## config.mk

```make
export PLATFORM = sky130hd
export DESIGN_NAME = btn_dir_request
export DESIGN_NICKNAME = d
export VERILOG_FILES = /design/src/rtl/btn_dir_request.sv
export SDC_FILE = /design/constraint.sdc
export NUM_CORES = 1
export LEC_CHECK = 0
export CAP_MARGIN = 20
export CORE_MARGIN = 8
export CORE_UTILIZATION = 44
export CTS_CLUSTER_DIAMETER = 50
export DETAILED_ROUTE_END_ITERATION = 8
export PLACE_DENSITY = 0.73
export SYNTH_ARGS = -nofsm -noshare
export SYNTH_HDL_FRONTEND = slang
export SYNTH_SLANG_ARGS = --single-unit
```

## constraint.sdc

```tcl
create_clock -name clk -period 1.1 [get_ports clk]
set_input_delay 0.22 -clock clk [delete_from_list [all_inputs] [get_ports clk]]
set_output_delay 0.22 -clock clk [all_outputs]
set_load 0.01 [all_outputs]
```

## src/rtl/btn_dir_request.sv

```systemverilog
// Push-button conditioning: two-flop synchroniser and debouncer per button,
// then a one-hot direction request (valid/ack) and the currently held direction.
module btn_dir_request #(
  parameter int DEBOUNCE_CYCLES = 4,
  parameter int CNT_W           = $clog2(DEBOUNCE_CYCLES)
) (
  input  logic       clk,
  input  logic       rst,
  input  logic       rbtn,
  input  logic       lbtn,
  input  logic       ubtn,
  input  logic       dbtn,
  input  logic       freeze,
  input  logic       dir_req_ack,
  output logic [3:0] dir_req,
  output logic       dir_req_valid,
  output logic [3:0] held_dir,
  output logic [3:0] btn_db
);

  localparam logic [CNT_W-1:0] CNT_MAX = CNT_W'(DEBOUNCE_CYCLES - 1);

  logic [3:0]       raw;
  logic [3:0]       s1;
  logic [3:0]       s2;
  logic [3:0]       db;
  logic [3:0]       db_next;
  logic [3:0]       rise;
  logic [CNT_W-1:0] cnt      [4];
  logic [CNT_W-1:0] cnt_next [4];

  // Bit order matches btn_db and the one-hot codes; bit 0 has highest priority.
  function automatic logic [3:0] pick(input logic [3:0] v);
    if (v[0])      return 4'b0001;
    else if (v[1]) return 4'b0010;
    else if (v[2]) return 4'b0100;
    else if (v[3]) return 4'b1000;
    else           return 4'b0000;
  endfunction

  assign raw    = {dbtn, ubtn, lbtn, rbtn};
  assign btn_db = db;

  always_ff @(posedge clk) begin
    if (rst) begin
      s1 <= 4'b0000;
      s2 <= 4'b0000;
    end else begin
      s1 <= raw;
      s2 <= s1;
    end
  end

  // The level flips only after DEBOUNCE_CYCLES consecutive disagreeing samples.
  always_comb begin
    db_next = db;
    for (int i = 0; i < 4; i++) begin
      cnt_next[i] = cnt[i];
      if (s2[i] == db[i]) begin
        cnt_next[i] = '0;
      end else if (cnt[i] == CNT_MAX) begin
        db_next[i]  = s2[i];
        cnt_next[i] = '0;
      end else begin
        cnt_next[i] = cnt[i] + CNT_W'(1);
      end
    end
    rise = db_next & ~db;
  end

  always_ff @(posedge clk) begin
    if (rst) begin
      db <= 4'b0000;
      for (int i = 0; i < 4; i++) cnt[i] <= '0;
    end else begin
      db <= db_next;
      for (int i = 0; i < 4; i++) cnt[i] <= cnt_next[i];
    end
  end

  // A fresh press beats a same-cycle ack; freeze drops presses but keeps dir_req.
  always_ff @(posedge clk) begin
    if (rst) begin
      dir_req       <= 4'b0000;
      dir_req_valid <= 1'b0;
    end else if (freeze) begin
      dir_req_valid <= 1'b0;
    end else if (|rise) begin
      dir_req       <= pick(rise);
      dir_req_valid <= 1'b1;
    end else if (dir_req_ack && dir_req_valid) begin
      dir_req_valid <= 1'b0;
    end
  end

  always_ff @(posedge clk) begin
    if (rst || freeze) held_dir <= 4'b0000;
    else               held_dir <= pick(db);
  end

endmodule

```

==> summary.txt, run 1 <==
IO Pins: 21
DP HPWL: 1.64 mm
drt first pass iters: 2
f_max: 805 MHz
aoi share: 4.83%
violated checks: setup timing
wire length on met3: 109 µm
met2 Track Usage GR: 22.2%
Hold Path Class: in -> reg
Pwr Total: 1930 µW
met1 usage: 11.8%
reg2reg start: cnt[0][0]
dpl cells: 164
Vias: 920
clk buf depth: 2
main flop type: dfxtp_1
relative slew slack: 83.3%
async set-reset flop share out of synthesis: 0%
clock slew at reported path FFs: 100 ps
Syn Inst Count: 101
met3 Use GR: 4.58%
CP arrival: 1500 ps
most frequent cells in the layout: buf_4, dfxtp_1, dfxtp_2, buf_2, nor2b_1
n_diodes: 0
routed metal-1 wirelength: 973 µm
Main logic family: simple AND/OR/NAND/NOR gates
dominant logic cell type in the layout: buf_4
Setup CP Type: reg -> reg
pin count of the biggest net entering global routing: 10
status: finished with violations
global-route wire length before repair: 4.12 mm
Final Critical Period: 1240 ps
Post-Route WL: 2.43 mm
combined area of all synthesized cells: 1060 µm²
Adders+Majority by Area: 4.72%
height of the die: 65.1 µm
Synth Seq Share: 54.7%
max cap viols: 0
chip area: 4240 µm²
syn avg cell area: 10.5 µm²
maximum vdd ir drop: 0.794 mV
final period utilization: 113%
WL/cell: 13.5 µm
setup violators final: 11
Top area cell types: dfxtp_1, ha_1, nor2b_1, nor2_1, mux2i_1
initial antenna violation count: 0
worst slew pin tran: 247 ps
met2 wire length: 1.25 mm
YS chip area: 1060 µm²
Log Warnings: 29
Net Count, Synth: 113
placed inst area: 1450 µm²
data required time at the worst endpoint: 1360 ps
Die X: 65.1 µm
endpoints failing hold: 0
R2R depth: 4
# H-tree levels: 2
ys flops: 29
CP startpoint: cnt[0][0]
CP endpoint: dir_req[1]
total track usage: 12.6%
# DRC: 0
Final WS setup: -143 ps
RR Endpoint: dir_req[1]
CP startpoint kind: flop
Fin Hold WS: 422 ps
cts repair resizes: 71
PwrDens: 1170 nW/µm²
Initial Util: 47.1%
Worst setup EP type: flop
PortBufs: 20
Top Usage Layer GRT: met2
# Post-CTS Setup Buffers: 6
xor/xnor share: 3.30%
Synth Warn #: 0
Setup TNS: -548 ps
non-filler cells, final: 180
crit-path max FO: 3
vias in the first global route: 975
max-slew violations: 0
flip-flops with a built-in enable: 0
Routed Antenna Nets: 0
CTS tree: yes
post-route cell area: 1650 µm²
Synth top area share: 54.7%
RSZ-0062 raised after global routing: yes
static power due to leakage: 0.000699 µW
Synth-to-Final Area Change: 55.2%
mux frac, synth: 3.77%
root buf cell: clkbuf_4
fin nets: 163
cts hold-fix bufs: 0
highest metal used: met4
Cell Type Count: 27
Basic Gates by Area: 25.4%
share of cells above drive strength 1: 55.3%
Setup Slack @ Placement: -325 ps
total grt overflow: 0
yosys cell count: 101
flop-to-flop setup slack: -140 ps
area leader, netlist: dfxtp_1
==> run 1: Yosys cell counts, types with 2 or more instances <==
| cell | instances |
|---|---|
| nand3b_1 | 3 |
| or3_1 | 5 |
| a31oi_1 | 3 |
| nand2_1 | 2 |
| nor3_1 | 2 |
| xnor2_1 | 4 |
| nor2_1 | 13 |
| inv_1 | 6 |
| nand4_1 | 2 |
| ha_1 | 4 |
| clkbuf_1 | 2 |
| mux2i_1 | 4 |
| dfxtp_1 | 29 |
| a311oi_1 | 2 |
| nor2b_1 | 8 |
==> run 1: flip-flops by register name, summed over array words and instances (netlist names) <==
signal,cells
btn_db,4
cnt,8
dir_req,4
dir_req_valid,1
held_dir,4
s1,4
s2,4
==> run 1: report_power, final <==
part	internal [µW]	total [µW]	switching (µW)
sequential	1060	1080	12.4
clock	370	746	377
combinational	68.3	110	41.7
total	1500	1930	431
==> run 1: layout make-up <==
type                            instances  area, µm²
Fill cell                             178        608
Sequential cell                        29        603
Multi-Input combinational cell         63        571
Timing Repair Buffer                   46        345
Clock buffer                            7       65.1
Tap cell                               28       35.0
Inverter                                6       22.5
Clock inverter                          1       5.00
==> run 1: worst min-delay path by stage <==
stage / slack, ps / endpoint / cells after the start / start
2_1_floorplan: 350 / s1[0] / 1 / rbtn
3_3_place_gp: 400 / cnt[2][0] / 1 / cnt[2][0]
3_5_place_dp: 420 / cnt[2][0] / 1 / cnt[2][0]
4_1_cts: 420 / s1[1] / 2 / lbtn
5_1_grt: 430 / s1[2] / 2 / ubtn
6_report: 420 / s1[1] / 2 / lbtn
==> run 1: worst max-delay path: stages, from the launching register on <==
cell,delay [ps]
dfxtp_2,340
ha_4,160
and3b_2,220
or3_1,310
a31oi_1,130
==> run_1/clock_map.png <==
The bar under the picture is 20 µm long.
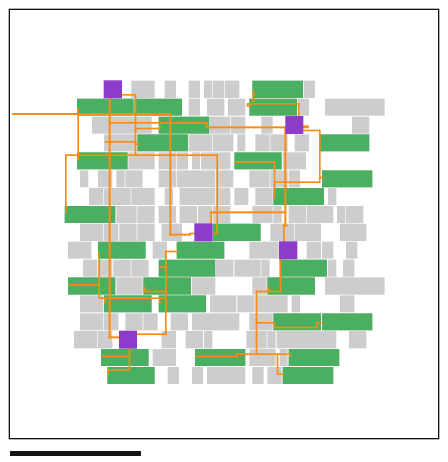
cells driving clock nets -> purple  # count 5
flip-flops -> green  # count 29
clock wires -> orange  # length 382 µm
routed clock nets = 6
clk ins delay skew pair: 340 ps
final clock skew: 12.8 ps
clock power share: 38.6%
clock group total power: 746 µW

==> run_1/cell_classes.png <==
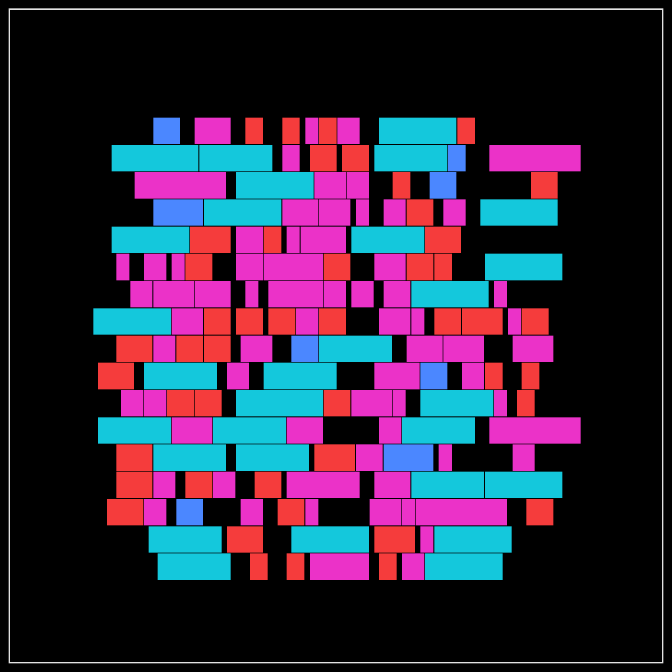
all other logic -> magenta  # cells 69
flip-flops -> cyan  # cells 29
other buffers and delay cells -> red  # cells 46
clock drivers and dummy loads -> blue  # cells 8
Seq/total area: 36.6%
# rows: 17
total core area: 2250 µm²

==> run_1/final_clocks.png <==
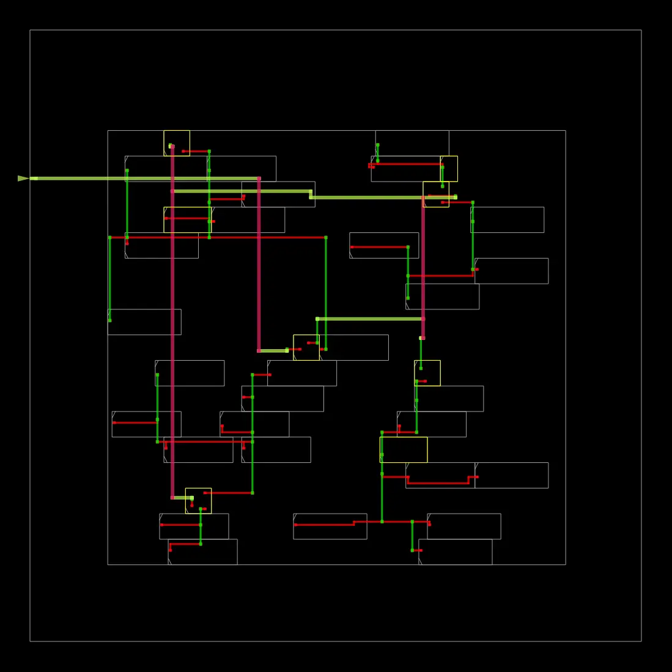
CTS Sinks: 29
flip-flops: 29
Num CTS Buffers: 5

==> run_1/registers.png <==
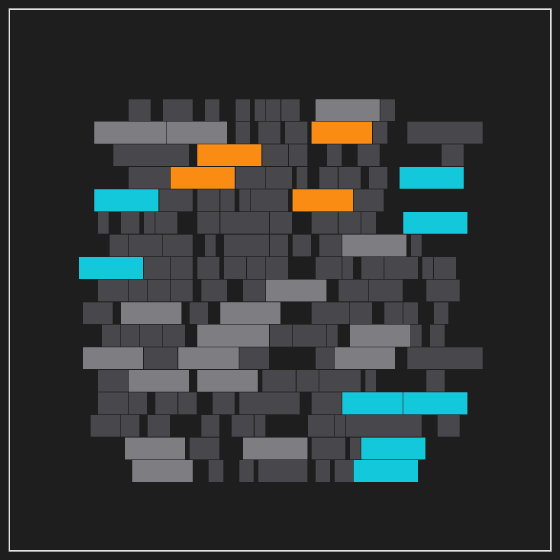
cnt -> cyan  # placed flops 8
dir_req -> orange  # placed flops 4
register area: 603 µm²
Seq. pwr: 1080 µW
Layout Utilization: 73.0%

==> run 2: changes to the inputs <==
CORE_MARGIN = unset   (was 8)
SETUP_SLACK_MARGIN = 0.3   (was unset)
==> run_2/registers.png <==
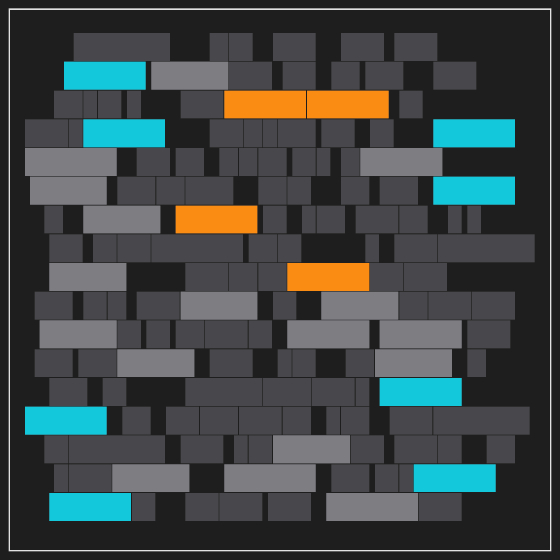
cnt -> cyan  # placed flops 8, where all over the die
dir_req -> orange  # placed flops 4
Seq. pwr: 1070 µW
register area: 611 µm²
Seq/total area: 36.7%
Layout Utilization: 74.6%

==> run 2 against run 1 <==
  * The run still ends with setup timing left
  * Critical path depth is the same
  * Global-route usage grew 6.4 points
  * Register-to-register slack gained 40 ps
  * Via count is 7.4% lower
  * Sequential share of layout area is essentially flat
  * Critical path type unchanged
==> summary.txt, run 2 <==
status: finished with violations (unchanged)
violated checks: setup timing (unchanged)
clk ins delay skew pair: 320 ps (was 340 ps)
flip-flops: 29 (unchanged)
placed inst area: 1460 µm² (was 1450 µm²)
pin count of the biggest net entering global routing: 10 (unchanged)
final clock skew: 1.64 ps (was 12.8 ps)
Log Warnings: 29 (unchanged)
Top area cell types: dfxtp_1, ha_1, nor2b_1, nor2_1, mux2i_1 (unchanged)
max cap viols: 0 (unchanged)
CP bufs+invs: 0 (unchanged)
Vias: 852 (was 920)
Routed Antenna Nets: 0 (unchanged)
final period utilization: 109% (was 113%)
clock slew at reported path FFs: 80 ps (was 100 ps)
Cell Int Power: 1360 µW (was 1500 µW)
Synth-to-Final Area Change: 57.0% (was 55.2%)
PwrDens: 1060 nW/µm² (was 1170 nW/µm²)
maximum vdd ir drop: 0.964 mV (was 0.794 mV)
endpoints failing hold: 0 (unchanged)
CP peak stage delay: 340 ps (about the same)
setup violators final: 14 (was 11)
drt first pass iters: 4 (was 2)
Synth Warn #: 0 (unchanged)
Comb pwr share: 5.7% (about the same)
top power group: registers (unchanged)
Initial Util: 47.5% (was 47.1%)
multi-input gates: 63 (unchanged)
RSZ-0062 raised after global routing: yes (unchanged)
global-route wire length before repair: 3.46 mm (was 4.12 mm)
CP arrival: 1450 ps (was 1500 ps)
# H-tree levels: 2 (unchanged)
count leader, synth: dfxtp_1 (unchanged)
initial antenna violation count: 0 (unchanged)
async set-reset flop share out of synthesis: 0% (unchanged)
static power due to leakage: 0.000667 µW (was 0.000699 µW)
top cell family by delay on the critical path: simple AND/OR/NAND/NOR gates (unchanged)
RePlAce Congestion: 0.753 (was 0.737)
vias in the first global route: 816 (was 975)
Top Usage Layer GRT: met2 (unchanged)
Top class by area: sequential cells (unchanged)
Num CTS Buffers: 5 (unchanged)
Final Critical Period: 1200 ps (was 1240 ps)
fillers: 161 (was 178)
f_max: 833 MHz (was 805 MHz)
Net Count, Synth: 113 (unchanged)
total track usage: 19.0% (was 12.6%)
Buffers, non-clock: 40 (was 46)
DP HPWL: 1.40 mm (was 1.64 mm)
Final WS setup: -101 ps (was -143 ps)
CTS tree: yes (unchanged)
critical path cell sequence: ha_4, and3b_1, or3_1, a31oi_1 (was ha_4, and3b_2, or3_1, a31oi_1)
CP startpoint kind: flop (unchanged)
logic area: 567 µm² (was 571 µm²)
max FFs per register: 8 (unchanged)
# rows: 17 (unchanged)
main flop type: dfxtp_1 (unchanged)
syn avg cell area: 10.5 µm² (unchanged)
data required time at the worst endpoint: 1340 ps (was 1360 ps)
Avg Vias per Cell: 4.90 (was 5.11)
share of cells above drive strength 1: 54.1% (was 55.3%)
WL/cell: 12.2 µm (was 13.5 µm)
Switch Pwr: 400 µW (was 431 µW)
Setup CP Type: reg -> reg (unchanged)
chip area: 2610 µm² (was 4240 µm²)
worst slew pin tran: 234 ps (was 247 ps)
Hold Path Class: in -> reg (unchanged)
Sequential Power Share: 60.9% (was 55.7%)
Largest Register: cnt (unchanged)
logic share of the area: 34.0% (was 34.7%)
clkbuf count: 6 (was 7)
PortBufs: 20 (unchanged)
Syn Inst Count: 101 (unchanged)
IO Pins: 21 (unchanged)
Worst setup EP type: flop (unchanged)
Sw Ratio: 22.7% (was 22.3%)
met3 Use GR: 6.25% (was 4.58%)
Fin Hold WS: 354 ps (was 422 ps)
drt initial violations: 9 (was 14)
most frequent cells in the layout: buf_6, dfxtp_2, dfxtp_1, buf_4, nor2b_1 (was buf_4, dfxtp_1, dfxtp_2, buf_2, nor2b_1)
YS chip area: 1060 µm² (unchanged)
clk tree area frac: 3.08% (was 4.26%)
flip-flops with a built-in enable: 0 (unchanged)
dominant logic cell type in the layout: buf_6 (was buf_4)
total grt overflow: 0 (unchanged)
Synth top area share: 54.7% (unchanged)
crit-path max FO: 3 (unchanged)
clk buf depth: 2 (unchanged)
Cell Type Count: 27 (unchanged)
max-slew violations: 0 (unchanged)
CP max-delay cell: dfxtp_2 (unchanged)
combined area of all synthesized cells: 1060 µm² (unchanged)
well tap count: 28 (unchanged)
yosys cell count: 101 (unchanged)
met2 Track Usage GR: 31.4% (was 22.2%)
Die X: 51.1 µm (was 65.1 µm)
top post-synthesis cells by count: dfxtp_1, nor2_1, nor2b_1 (unchanged)
# DRC: 0 (unchanged)
height of the die: 51.1 µm (was 65.1 µm)
area leader, netlist: dfxtp_1 (unchanged)
Synth Seq Share: 54.7% (unchanged)
Post-Route WL: 2.12 mm (was 2.43 mm)
relative slew slack: 84.4% (was 83.3%)
Logic power comb: 101 µW (was 110 µW)
met1 usage: 20.0% (was 11.8%)
clock power share: 33.4% (was 38.6%)
fin nets: 157 (was 163)
Non-clock inverters: 6 (unchanged)
n_diodes: 0 (unchanged)
clock group total power: 589 µW (was 746 µW)
CTS Sinks: 29 (unchanged)
Final non-clock buffer share: 22.8% (was 21.0%)
root buf cell: clkbuf_4 (unchanged)
ys flops: 29 (unchanged)
==> run_2/cell_classes.png <==
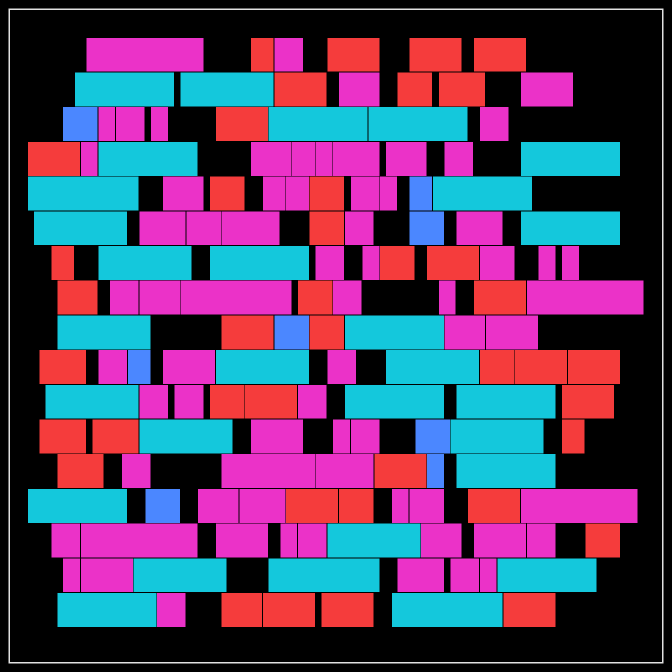
other buffers and delay cells -> red  # cells 40
all other logic -> magenta  # cells 69
flip-flops -> cyan  # cells 29
clock drivers and dummy loads -> blue  # cells 8
total core area: 2230 µm²
post-route cell area: 1670 µm²

-- run 2: cell count changes in the layout (fill, tap and decap cells not counted), sizes merged --
cell | previous run | this run
buf | 38 | 33
clkbuf | 8 | 6
clkdlybuf4s50 | 7 | 5
dlygate4sd2 | 0 | 2
clkinv | 1 | 2
-- run 2: kinds of logic after synthesis --
group	synth area share, %
xor gates and xnor gates	3.30
adders and majority gates	4.72
and+or+nand+nor	25.4
DFF	54.7
muxes	3.77
AOI/OAI and AO/OA	4.83
buffers and inverters	3.30
-- run 2: stage by stage --
stage,utilization [%],power [µW],setup slack [ps],cells,TNS [ps]
final,74.6,1760,-101,174,-563
after global routing,74.6,1860,-197,174,-1350
after CTS,71.5,1790,-73.2,173,-464
after detailed placement,65.3,1190,-339,160,-5730
after global placement,65.3,1180,-316,160,-5380
after floorplan,-,1140,-13.0,101,-13.0
-- run 2: timing repair --
item | CTS | global route
pin swaps | 11 | 8
setup buffers | 5 | 1
hold buffers | 0 | 0
endpoints found under the setup margin | 42 | 34
gates resized | 78 | 20
-- run 2: worst paths after layout --
path,from,end,slack [ps],depth (start not counted)
worst min-delay path,rst,held_dir[2],350,3
worst max-delay path,cnt[0][0],dir_req[1],-100,4
worst max register to register,cnt[0][0],dir_req[1],-100,4
worst min register to register,cnt[0][0],cnt[0][0],420,1
-- run 2: worst register-to-register path, stage by stage (launching register included) --
cell	delay, ps
dfxtp_2	340
ha_4	150
and3b_1	190
or3_1	320
a31oi_1	130
-- run 2: metal layers --
metal / share of wire [%] / wire length, µm
met2: 51 / 1080
met4: 2.2 / 46
met5: 0 / 0
met3: 4.0 / 85
met1: 43 / 905
==> run 3: changes to the inputs <==
--- a/constraint.sdc
+++ b/constraint.sdc
@@ -3,2 +3,2 @@
 set_output_delay 0.22 -clock clk [all_outputs]
-set_load 0.01 [all_outputs]
+set_load 0.1 [all_outputs]
==> run_3/gate_families.png <==
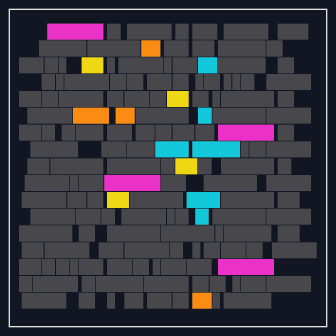
multiplexers -> yellow  # cells 4
adder and majority cells -> magenta  # cells 4
XOR/XNOR gates -> orange  # cells 4
inverting AOI/OAI gates -> cyan  # cells 6
non-filler cells, final: 182
logic share of the area: 30.5%
dominant logic cell type in the layout: buf_4

==> run 3 against run 2 <==
  * Clock power grew 12%
  * The flow still finishes with violations (setup timing)
  * Core utilization grew 12 points
  * Sequential power is essentially flat
  * Largest power group unchanged
  * Synthesized cell count is the same
  * Flip-flop count is the same
  * Critical path depth is the same
  * Largest cell class unchanged
==> summary.txt, run 3 <==
crit-path max FO: 5 (was 3)
met1 usage: 25.0% (was 20.0%)
Setup CP Type: reg -> reg (unchanged)
logic area: 591 µm² (was 567 µm²)
total grt overflow: 0 (unchanged)
clk buf depth: 2 (unchanged)
RePlAce Congestion: 0.793 (was 0.753)
clock slew at reported path FFs: 90 ps (was 80 ps)
register area: 642 µm² (was 611 µm²)
fillers: 96 (was 161)
most frequent cells in the layout: buf_4, dfxtp_4, buf_12, buf_6 (was buf_6, dfxtp_2, dfxtp_1, buf_4, nor2b_1)
status: finished with violations (unchanged)
final period utilization: 116% (was 109%)
n_diodes: 0 (unchanged)
fin nets: 165 (was 157)
endpoints failing hold: 0 (unchanged)
Synth Seq Share: 54.7% (unchanged)
Top class by area: sequential cells (unchanged)
met2 Track Usage GR: 47.4% (was 31.4%)
Routed Antenna Nets: 0 (unchanged)
IO Pins: 21 (unchanged)
flip-flops with a built-in enable: 0 (unchanged)
Hold Path Class: in -> reg (unchanged)
CP startpoint kind: flop (unchanged)
# H-tree levels: 2 (unchanged)
hold_sp: rst (unchanged)
Num CTS Buffers: 5 (unchanged)
data required time at the worst endpoint: 1310 ps (was 1340 ps)
Synth top area share: 54.7% (unchanged)
Initial Util: 47.5% (unchanged)
CP max-delay cell: dfxtp_2 (unchanged)
PortBufs: 20 (unchanged)
Synth Warn #: 0 (unchanged)
root buf cell: clkbuf_4 (unchanged)
clkbuf count: 8 (was 6)
pin count of the biggest net entering global routing: 11 (was 10)
syn avg cell area: 10.5 µm² (unchanged)
count leader, synth: dfxtp_1 (unchanged)
Pwr Total: 1810 µW (was 1760 µW)
Cell Type Count: 27 (unchanged)
reg2reg start: cnt[2][0] (was cnt[0][0])
Largest Register: cnt (unchanged)
setup violators final: 15 (was 14)
Top area cell types: dfxtp_1, ha_1, nor2b_1, nor2_1, mux2i_1 (unchanged)
routed metal-1 wirelength: 1.17 mm (was 905 µm)
multi-input gates: 63 (unchanged)
vias in the first global route: 991 (was 816)
Seq/total area: 33.1% (was 36.7%)
WL/cell: 16.2 µm (was 12.2 µm)
# DRC: 0 (unchanged)
Log Warnings: 29 (unchanged)
top cell family by delay on the critical path: flip-flops (was simple AND/OR/NAND/NOR gates)
clk tree area frac: 3.04% (was 3.08%)
Top Usage Layer GRT: met2 (unchanged)
Cell Int Power: 1410 µW (was 1360 µW)
chip area: 2610 µm² (unchanged)
yosys cell count: 101 (unchanged)
met3 Use GR: 8.33% (was 6.25%)
Setup TNS: -1260 ps (was -563 ps)
critical path cell sequence: ha_4, nand3b_1, a311oi_2, nor3_2 (was ha_4, and3b_1, or3_1, a31oi_1)
Net Count, Synth: 113 (unchanged)
met2 wire length: 1.61 mm (was 1.08 mm)
violated checks: setup timing (unchanged)
CTS tree: yes (unchanged)
drt initial violations: 18 (was 9)
Vias: 923 (was 852)
worst slew pin tran: 300 ps (was 234 ps)
total core area: 2230 µm² (unchanged)
DP HPWL: 1.65 mm (was 1.40 mm)
Non-clock inverters: 6 (unchanged)
total track usage: 25.0% (was 19.0%)
Switch Pwr: 405 µW (was 400 µW)
highest metal used: met4 (unchanged)
Setup Slack @ Placement: -365 ps (was -339 ps)
RSZ-0062 raised after global routing: yes (unchanged)
height of the die: 51.1 µm (unchanged)
Avg Vias per Cell: 5.07 (was 4.90)
f_max: 781 MHz (was 833 MHz)
global-route wire length before repair: 4.55 mm (was 3.46 mm)
Synth-to-Final Area Change: 82.5% (was 57.0%)
relative slew slack: 79.9% (was 84.4%)
well tap count: 28 (unchanged)
top post-synthesis cells by count: dfxtp_1, nor2_1, nor2b_1 (unchanged)
CP arrival: 1490 ps (was 1450 ps)
Buffers, non-clock: 48 (was 40)
max FFs per register: 8 (unchanged)
maximum vdd ir drop: 1.32 mV (was 0.964 mV)
max-slew violations: 0 (unchanged)
YS chip area: 1060 µm² (unchanged)
flip-flops: 29 (unchanged)
Final non-clock buffer share: 30.4% (was 22.8%)
main flop type: dfxtp_1 (unchanged)
CP startpoint: cnt[2][0] (was cnt[0][0])
Syn Inst Count: 101 (unchanged)
# rows: 17 (unchanged)
Sequential Power Share: 57.9% (was 60.9%)
async set-reset flop share out of synthesis: 0% (unchanged)
Worst setup EP type: flop (unchanged)
drt first pass iters: 4 (unchanged)
ys flops: 29 (unchanged)
CTS Sinks: 29 (unchanged)
wire length on met3: 104 µm (was 85 µm)
CP bufs+invs: 0 (unchanged)
combined area of all synthesized cells: 1060 µm² (unchanged)
PwrDens: 935 nW/µm² (was 1060 nW/µm²)
Comb pwr share: 5.9% (was 5.7%)
static power due to leakage: 0.000753 µW (was 0.000667 µW)
initial antenna violation count: 0 (unchanged)
Post-Route WL: 2.95 mm (was 2.12 mm)
Sw Ratio: 22.4% (was 22.7%)
Die X: 51.1 µm (unchanged)
area leader, netlist: dfxtp_1 (unchanged)
CP peak stage delay: 360 ps (was 340 ps)
Final WS setup: -180 ps (was -101 ps)
max cap viols: 0 (unchanged)
share of cells above drive strength 1: 59.7% (was 54.1%)
Final Critical Period: 1280 ps (was 1200 ps)
==> run_3/clock_map.png <==
The bar under the picture is 20 µm long.
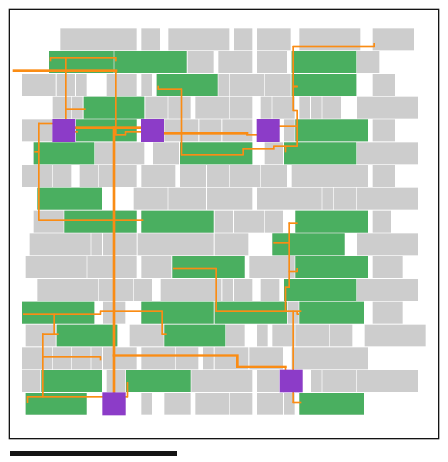
flip-flops -> green  # count 29
clock wires -> orange  # length 310 µm
cells driving clock nets -> purple  # count 5
flops lie = all over the die
routed clock nets = 6
clock power share: 36.3%
final clock skew: 7.42 ps
clk ins delay skew pair: 320 ps

-- run 3: cell count changes in the layout (fill, tap and decap cells not counted), moves of 4 or more --
cell / before / now
buf_12: 0 / 13
buf_4: 11 / 15
buf_6: 19 / 13
dfxtp_2: 15 / 7
dfxtp_4: 3 / 14
-- run 3: stage by stage --
step / hold WS [ps] / area (µm²) / std cells / utilization [%]
after global routing: 424 / 1940 / 182 / 86.7
after CTS: 405 / 1830 / 176 / 82.0
after detailed placement: 418 / 1630 / 159 / 72.8
after global placement: 410 / 1630 / 159 / 72.8
after floorplan: 348 / 1180 / 101 / -
final: 431 / 1940 / 182 / 86.7
-- run 3: path summary, 6_finish.rpt --
kind	end	depth (start not counted)	slack, ps
min reg2reg	cnt[3][0]	1	430
max	dir_req[0]	4	-180
max reg2reg	dir_req[0]	4	-180
min	btn_db[3]	3	430
-- run 3: power by group through the flow --
stage / clock (µW) / sequential, µW / combinational [µW]
after CTS: 677 / 1050 / 94.2
after global placement: 0 / 1070 / 86.2
final: 657 / 1050 / 106
after global routing: 743 / 1050 / 113
after floorplan: 0 / 1070 / 42.0
after detailed placement: 0 / 1070 / 91.1
-- run 3: timing repair --
| item | in CTS | in global routing |
|---|---|---|
| endpoints found under the setup margin | 38 | 33 |
| buffers inserted | 9 | 6 |
| gates resized | 20 | 15 |
| hold buffers | 0 | 0 |
| gates cloned | 0 | 0 |
| pin swaps | 10 | 10 |
-- run 3: kinds of logic (layout without fill, tap and decap cells) --
group	after synthesis	after routing	share of synthesized area, %
compound gates	7	7	4.83
xor+xnor	4	4	3.30
fa+ha+maj	4	4	4.72
buf+inv	9	62	3.30
flops	29	29	54.7
mux	4	4	3.77
simple gates	44	44	25.4
Power is estimated from default activity; no workload was simulated.
